$ cat src/rtl/fpu_cmd_master_pkg.sv
// Shared definitions for the FPU command master: UART command bytes,
// 23-bit float field layout and FSM state encoding.
package fpu_cmd_master_pkg;

  localparam int unsigned BYTE_W    = 8;
  localparam int unsigned FP_W      = 23;
  localparam int unsigned EXP_W     = 7;
  localparam int unsigned MANT_W    = 15;
  localparam int unsigned SIGN_BIT  = 22;
  localparam int unsigned EXP_LSB   = 15;
  localparam int unsigned MANT_HI_W = 8;
  localparam int unsigned MANT_LO_W = 7;
  localparam int unsigned CNT_W     = 20;
  localparam int unsigned IDX_W     = 4;
  localparam int unsigned SEL_W     = 2;

  localparam logic [BYTE_W-1:0] CMD_SETR1  = 8'h81;
  localparam logic [BYTE_W-1:0] CMD_SETR2  = 8'h82;
  localparam logic [BYTE_W-1:0] CMD_READR1 = 8'h84;
  localparam logic [BYTE_W-1:0] CMD_READR2 = 8'h88;
  localparam logic [BYTE_W-1:0] CMD_READRS = 8'h90;
  localparam logic [BYTE_W-1:0] CMD_ADD    = 8'hA0;
  localparam logic [BYTE_W-1:0] CMD_SUB    = 8'hC0;

  localparam logic [2:0] ST_IDLE     = 3'd0;
  localparam logic [2:0] ST_SEND_OPS = 3'd1;
  localparam logic [2:0] ST_SETTLE   = 3'd2;
  localparam logic [2:0] ST_SEND_RD  = 3'd3;
  localparam logic [2:0] ST_RECV     = 3'd4;
  localparam logic [2:0] ST_DONE     = 3'd5;

  typedef struct packed {
    logic              sign;
    logic [EXP_W-1:0]  exp;
    logic [MANT_W-1:0] mant;
  } fp23_t;

endpackage

$ cat src/rtl/fpu_word_ser.sv
// Maps a 23-bit float word and a byte select (0..2) to the byte sent on the UART.
module fpu_word_ser
  import fpu_cmd_master_pkg::*;
(
  input  logic [FP_W-1:0]   i_word,
  input  logic [SEL_W-1:0]  i_sel,
  output logic [BYTE_W-1:0] o_byte_c
);

  fp23_t w_f;

  assign w_f = fp23_t'(i_word);

  always_comb begin
    o_byte_c = '0;
    case (i_sel)
      2'd0:    o_byte_c = {w_f.sign, w_f.exp};
      2'd1:    o_byte_c = w_f.mant[MANT_W-1:MANT_LO_W];
      2'd2:    o_byte_c = {w_f.mant[MANT_LO_W-1:0], 1'b0};
      default: o_byte_c = '0;
    endcase
  end

endmodule

$ cat src/rtl/fpu_cmd_master.sv
// Drives one add/sub on a UART-attached FPU: sends operands and op, waits,
// requests the result and assembles the three returned bytes.
module fpu_cmd_master
  import fpu_cmd_master_pkg::*;
#(
  parameter int unsigned SETTLE_CYCLES  = 64,
  parameter int unsigned TIMEOUT_CYCLES = 1048575
) (
  input  logic              clk,
  input  logic              reset,
  input  logic              start,
  input  logic              op_sub,
  input  logic [FP_W-1:0]   a_in,
  input  logic [FP_W-1:0]   b_in,
  output logic [BYTE_W-1:0] tx_data,
  output logic              tx_valid,
  input  logic              tx_ready,
  input  logic [BYTE_W-1:0] rx_data,
  input  logic              rx_valid,
  output logic [FP_W-1:0]   result,
  output logic              busy,
  output logic              done,
  output logic              timeout
);

  localparam logic [CNT_W-1:0] SETTLE_LAST = CNT_W'(SETTLE_CYCLES - 1);
  localparam logic [CNT_W-1:0] TO_LAST     = CNT_W'(TIMEOUT_CYCLES - 1);
  localparam logic [IDX_W-1:0] IDX_OP      = IDX_W'(8);

  logic [2:0]        r_state;
  logic [2:0]        w_state_nxt;
  logic [IDX_W-1:0]  r_idx;
  logic [CNT_W-1:0]  r_cnt;
  logic [1:0]        r_rx_idx;
  logic [FP_W-1:0]   r_a;
  logic [FP_W-1:0]   r_b;
  logic              r_sub;
  logic [BYTE_W-1:0] r_rx_se;
  logic [BYTE_W-1:0] r_rx_mh;
  logic [BYTE_W-1:0] r_tx_data;
  logic              r_tx_valid;
  logic [FP_W-1:0]   r_result;
  logic              r_busy;
  logic              r_done;
  logic              r_timeout;

  logic              w_xfer;
  logic              w_sending;
  logic              w_rx_acc;
  logic              w_rx_last;
  logic              w_to_hit;
  logic [FP_W-1:0]   w_ser_word;
  logic [SEL_W-1:0]  w_ser_sel;
  logic [BYTE_W-1:0] w_ser_byte;
  logic [BYTE_W-1:0] w_tx_byte;

  assign w_xfer    = r_tx_valid & tx_ready;
  assign w_sending = (r_state == ST_SEND_OPS) | (r_state == ST_SEND_RD);
  assign w_rx_acc  = (r_state == ST_RECV) & rx_valid;
  assign w_rx_last = w_rx_acc & (r_rx_idx == 2'd2);
  // An rx byte arriving on the last wait cycle wins over the timeout.
  assign w_to_hit  = (r_state == ST_RECV) & ~rx_valid & (r_cnt == TO_LAST);

  always_ff @(posedge clk) begin
    if (reset) r_state <= ST_IDLE;
    else       r_state <= w_state_nxt;
  end

  always_comb begin
    w_state_nxt = r_state;
    case (r_state)
      ST_IDLE:     if (start) w_state_nxt = ST_SEND_OPS;
      ST_SEND_OPS: if (w_xfer && (r_idx == IDX_OP)) w_state_nxt = ST_SETTLE;
      ST_SETTLE:   if (r_cnt == SETTLE_LAST) w_state_nxt = ST_SEND_RD;
      ST_SEND_RD:  if (w_xfer) w_state_nxt = ST_RECV;
      ST_RECV:     if (w_rx_last || w_to_hit) w_state_nxt = ST_DONE;
      ST_DONE:     w_state_nxt = ST_IDLE;
      default:     w_state_nxt = ST_IDLE;
    endcase
  end

  // Byte index 0..9 selects a command byte or an operand field.
  always_comb begin
    w_ser_word = r_a;
    w_ser_sel  = '0;
    case (r_idx)
      4'd1, 4'd2, 4'd3: w_ser_sel = SEL_W'(r_idx - 4'd1);
      4'd5, 4'd6, 4'd7: begin
        w_ser_word = r_b;
        w_ser_sel  = SEL_W'(r_idx - 4'd5);
      end
      default: w_ser_sel = '0;
    endcase
  end

  always_comb begin
    w_tx_byte = w_ser_byte;
    case (r_idx)
      4'd0:    w_tx_byte = CMD_SETR1;
      4'd4:    w_tx_byte = CMD_SETR2;
      4'd8:    w_tx_byte = r_sub ? CMD_SUB : CMD_ADD;
      4'd9:    w_tx_byte = CMD_READRS;
      default: w_tx_byte = w_ser_byte;
    endcase
  end

  fpu_word_ser u_ser (
    .i_word   (w_ser_word),
    .i_sel    (w_ser_sel),
    .o_byte_c (w_ser_byte)
  );

  always_ff @(posedge clk) begin
    if (reset) begin
      r_idx      <= '0;
      r_cnt      <= '0;
      r_rx_idx   <= '0;
      r_a        <= '0;
      r_b        <= '0;
      r_sub      <= 1'b0;
      r_rx_se    <= '0;
      r_rx_mh    <= '0;
      r_tx_data  <= '0;
      r_tx_valid <= 1'b0;
      r_result   <= '0;
      r_busy     <= 1'b0;
      r_done     <= 1'b0;
      r_timeout  <= 1'b0;
    end else begin
      r_busy    <= (w_state_nxt != ST_IDLE);
      r_done    <= (w_state_nxt == ST_DONE);
      r_timeout <= (w_state_nxt == ST_DONE) & w_to_hit;

      if ((r_state == ST_IDLE) && start) begin
        r_a      <= a_in;
        r_b      <= b_in;
        r_sub    <= op_sub;
        r_idx    <= '0;
        r_rx_idx <= '0;
      end

      // Present a byte, hold it until accepted, then leave one idle cycle.
      if (w_sending) begin
        if (r_tx_valid) begin
          if (tx_ready) begin
            r_tx_valid <= 1'b0;
            r_idx      <= r_idx + IDX_W'(1);
          end
        end else begin
          r_tx_valid <= 1'b1;
          r_tx_data  <= w_tx_byte;
        end
      end

      if ((w_state_nxt != r_state) || w_rx_acc)
        r_cnt <= '0;
      else if ((r_state == ST_SETTLE) || (r_state == ST_RECV))
        r_cnt <= r_cnt + CNT_W'(1);

      if (w_rx_acc) begin
        r_rx_idx <= r_rx_idx + 2'd1;
        case (r_rx_idx)
          2'd0:    r_rx_se <= rx_data;
          2'd1:    r_rx_mh <= rx_data;
          default: r_rx_se <= r_rx_se;
        endcase
      end

      if (w_rx_last)
        r_result <= {r_rx_se, r_rx_mh, rx_data[BYTE_W-1:1]};
    end
  end

  assign tx_data  = r_tx_data;
  assign tx_valid = r_tx_valid;
  assign result   = r_result;
  assign busy     = r_busy;
  assign done     = r_done;
  assign timeout  = r_timeout;

endmodule
$ cat config.mk
export PLATFORM = sky130hd
export DESIGN_NAME = fpu_cmd_master
export DESIGN_NICKNAME = d
export VERILOG_FILES = /design/src/rtl/fpu_cmd_master_pkg.sv /design/src/rtl/fpu_word_ser.sv /design/src/rtl/fpu_cmd_master.sv
export SDC_FILE = /design/constraint.sdc
export NUM_CORES = 1
export LEC_CHECK = 0
export CAP_MARGIN = 10
export CORE_ASPECT_RATIO = 0.8
export CORE_MARGIN = 5
export CORE_UTILIZATION = 45
export DETAILED_ROUTE_END_ITERATION = 6
export PLACE_DENSITY = 0.75
export SYNTH_ARGS = -nofsm -noshare
export SYNTH_HDL_FRONTEND = slang
export SYNTH_HIERARCHICAL = 1
export SYNTH_SLANG_ARGS = --single-unit
$ cat constraint.sdc
create_clock -name clk -period 3 [get_ports clk]
set_clock_uncertainty 0.1 [all_clocks]
set_input_delay 0.9 -clock clk [delete_from_list [all_inputs] [get_ports clk]]
set_output_delay 0.9 -clock clk [all_outputs]
set_load 0.005 [all_outputs]
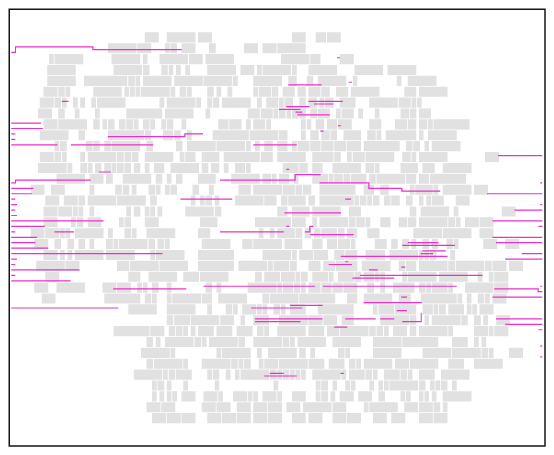
Run 1: M3 wires
Scale: 4 px per um.
share of all routed wire	6.6%
wire length on this layer	884 um
longest straight run	37.5 um
nets with wire on the layer	86
main direction	horizontal
DRT Wirelength: 13.44 mm
vias: 4884
GR Util met3: 0.06873

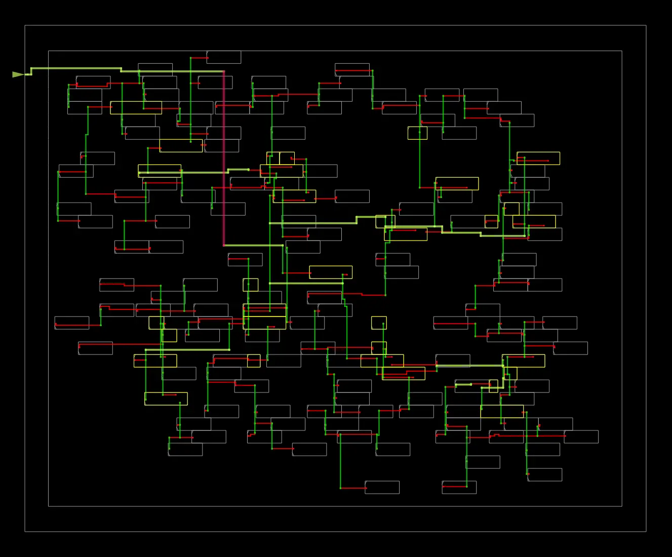
Run 1: clock nets
number of CTS-inserted buffers: 17
clkbuf count: 17
Clock group: 1.98 mW
# clock sinks: 127

==> impl_metrics.env, run 1 <==
# physical design summary
export IMPL_num_multi_input_gates=480
export IMPL_logic_family="simple AND/OR/NAND/NOR gates"
export IMPL_xor_share=0.03188
export IMPL_place_area_um2=6510
export IMPL_status="finished clean"
export IMPL_floorplan_core_util=0.4552
export IMPL_syn_nets=731
export IMPL_finalMaxSlewViolations=0
export IMPL_clk_path_buf_depth=2
export IMPL_grt_pass1_vias=4957
export IMPL_io_pins=95
export IMPL_synth_seq_share=0.4627
export IMPL_pg_comb_mw=0.308
export IMPL_tool_warnings=32
export IMPL_max_stage_delay_ns=0.42
export IMPL_rsz0062_at_grt="no"
export IMPL_grt_overflow=0
export IMPL_path_cells="inv_1 > ha_1 > nor3_1 > nor3_2 > mux2_2 > mux2i_1 > o2bb2ai_1 > mux2_2 > a221oi_1 > nor3_1"
export IMPL_yosysTopAreaCell="dfxtp_1"
export IMPL_n_tap_cell=152
export IMPL_mostFrequentLayoutCells="171 x nand2_1, 127 x dfxtp_1, 96 x a21oi_1, 93 x clkdlybuf4s50_1, 41 x nor2_1"
export IMPL_dp_slack_ns=0.3338
export IMPL_cts_htree_levels=4
export IMPL_flops=127
export IMPL_swShare=0.2472
export IMPL_maxCapViolCount=0
export IMPL_seq_area_um2=2542
export IMPL_comb_cell_share=0.3806
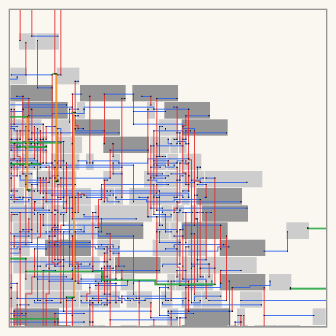
Run 1: close-up of the layout
Region (75, 57) to (125, 107) um. Cells in gray, sequential cells in the stronger gray; small squares are vias.
color	layer
orange	metal 4
green	metal 3
blue	metal 1
red	metal 2
cells with their middle in the window	114
most frequent	dfxtp_1 (18), nor2_1 (17)
netlist names of flops here include	r_cnt (10), r_state (3)
sequential cells in the window	18

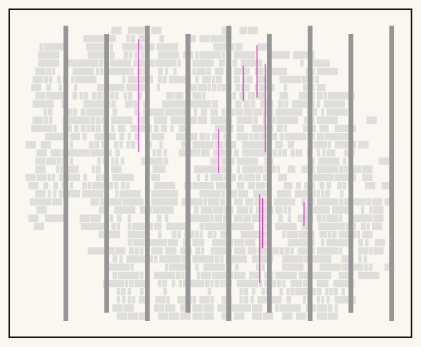
Run 1: the metal 4 layer
Scale: 3 px per um. Supply wires on this layer in gray.
longest straight run	37.4 um
wire length on this layer	163 um
nets with wire on the layer	8

==> inputs of run 2 (changes only) <==
- CORE_MARGIN: 5 -> 10
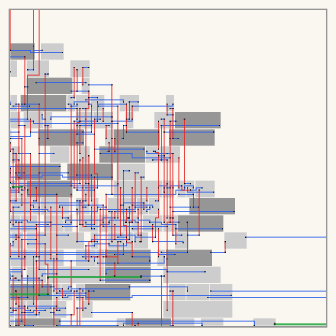
Run 2: close-up of the layout
Region (83, 64) to (133, 114) um. Cells in gray, sequential cells in the stronger gray; small squares are vias.

==> impl_metrics.env, run 2 <==
# physical design summary
export IMPL_yosysTopAreaCell="dfxtp_1"
export IMPL_clkbuf_count=18
export IMPL_dp_slack_ns=0.06510
export IMPL_xor_share=0.03188
export IMPL_cts_htree_levels=4
export IMPL_n_tap_cell=152
export IMPL_floorplan_core_util=0.4552
export IMPL_max_stage_delay_ns=0.47
export IMPL_tool_warnings=32
export IMPL_logic_family="simple AND/OR/NAND/NOR gates"
export IMPL_rsz0062_at_grt="no"
export IMPL_clk_path_buf_depth=2
export IMPL_status="finished clean"
export IMPL_pg_comb_mw=0.306
export IMPL_grt_pass1_vias=4837
export IMPL_path_cells="ha_1 > nor3_2 > nor3_4 > buf_4 > mux2_2 > mux2i_1 > o2bb2ai_1 > a221oi_1 > nor3_1"
export IMPL_comb_area_um2=2708
export IMPL_swShare=0.2281
export IMPL_place_area_um2=6555
export IMPL_p_int_mw=3.114
export IMPL_enable_flop_cells=0
export IMPL_mostFrequentLayoutCells="171 x nand2_1, 127 x dfxtp_1, 96 x a21oi_1, 93 x clkdlybuf4s50_1, 41 x nor2_1"
export IMPL_cts_sink_count=127
export IMPL_powerClk_mw=1.95
export IMPL_comb_cell_share=0.3793
export IMPL_cts_buffers=17
export IMPL_flops=127
export IMPL_maxCapViolCount=0
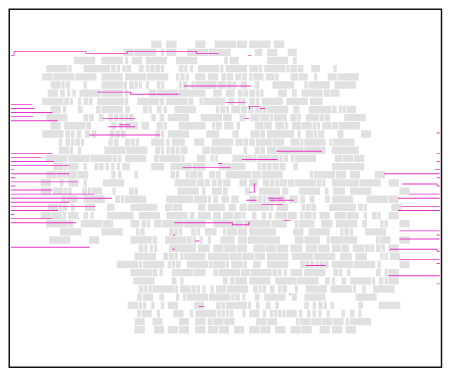
Run 2: M3 wires
Scale: 3 px per um.
nets with wire on the layer	63
longest straight run	33.4 um
wire length on this layer	799 um
share of all routed wire	5.8%
vias: 4772
DRT Wirelength: 13.86 mm
GR Util met3: 0.05481

==> inputs of run 3 (changes only) <==
- SYNTH_HIERARCHICAL: 1 -> default
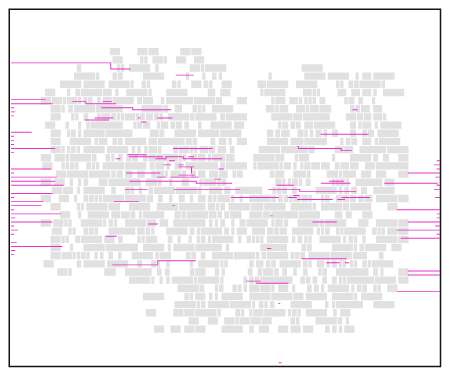
Run 3: M3 wires
Scale: 3 px per um.
GR Util met3: 0.05322
DRT Wirelength: 14.56 mm
vias: 5065

==> impl_metrics.env, run 3 <==
# physical design summary
export IMPL_clk_path_buf_depth=2
export IMPL_yosysTopAreaCell="dfxtp_1"
export IMPL_mostFrequentLayoutCells="183 x nand2_1, 127 x dfxtp_1, 98 x a21oi_1, 93 x clkdlybuf4s50_1, 43 x nor2_1"
export IMPL_synthMuxAreaShare=0.01601
export IMPL_swShare=0.2039
export IMPL_async_reset_ff_frac=0
export IMPL_tool_warnings=32
export IMPL_syn_nets=762
export IMPL_cts_sink_count=127
export IMPL_path_cells="inv_1 > ha_1 > mux2_2 > a221oi_1 > nor2_1 > a22oi_1 > o22ai_1"
export IMPL_cts_tree="yes"
export IMPL_rsz0062_at_grt="no"
export IMPL_grt_pass1_vias=4908
export IMPL_status="finished clean"
export IMPL_use_met2=0.2721
export IMPL_logic_family="simple AND/OR/NAND/NOR gates"
export IMPL_comb_cell_share=0.3702
export IMPL_rows=35
export IMPL_finalMaxSlewViolations=0
export IMPL_maxCapViolCount=0
export IMPL_xor_share=0.03203
export IMPL_synth_stat_cells=693
export IMPL_crit_required_ns=3.18
export IMPL_floorplan_core_util=0.4677
export IMPL_dp_slack_ns=0.1515
export IMPL_n_tap_cell=148
export IMPL_cts_buffers=17
export IMPL_dp_hpwl_mm=10.39
export IMPL_setup_viol=0
export IMPL_synth_top_flop_cell="dfxtp_1"
export IMPL_seq_area_um2=2542
export IMPL_comb_area_um2=2678
export IMPL_max_stage_delay_ns=0.63
export IMPL_pg_comb_mw=0.290
export IMPL_enable_flop_cells=0
export IMPL_num_multi_input_gates=506
export IMPL_powerClk_mw=2.50
export IMPL_common_cells="183 x nand2_1, 127 x dfxtp_1, 98 x a21oi_1, 43 x nor2_1, 35 x clkbuf_1"
export IMPL_place_area_um2=6507
export IMPL_cts_htree_levels=4
export IMPL_routedWlPerCell_um=15.62
export IMPL_flops=127
export IMPL_io_pins=95
export IMPL_synth_seq_share=0.4649
export IMPL_p_int_mw=3.627
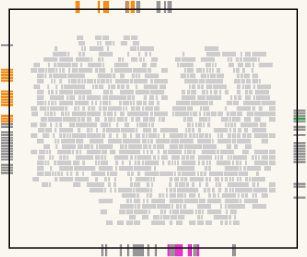
Run 3: I/O pins on the die edge
Scale: 2 px per um. Pins as bars across the die edge, other pins in gray.
color	port	pins	direction	edge
green	timeout	1	output	right
magenta	rx_data	8	input	bottom
orange	a_in	23	input	14 left, 9 top
Die Ht: 118.6 um
IO buf count: 94
Horiz. Die Dim: 143.3 um

No activity file was given, so power comes from the tool's default toggle rates.
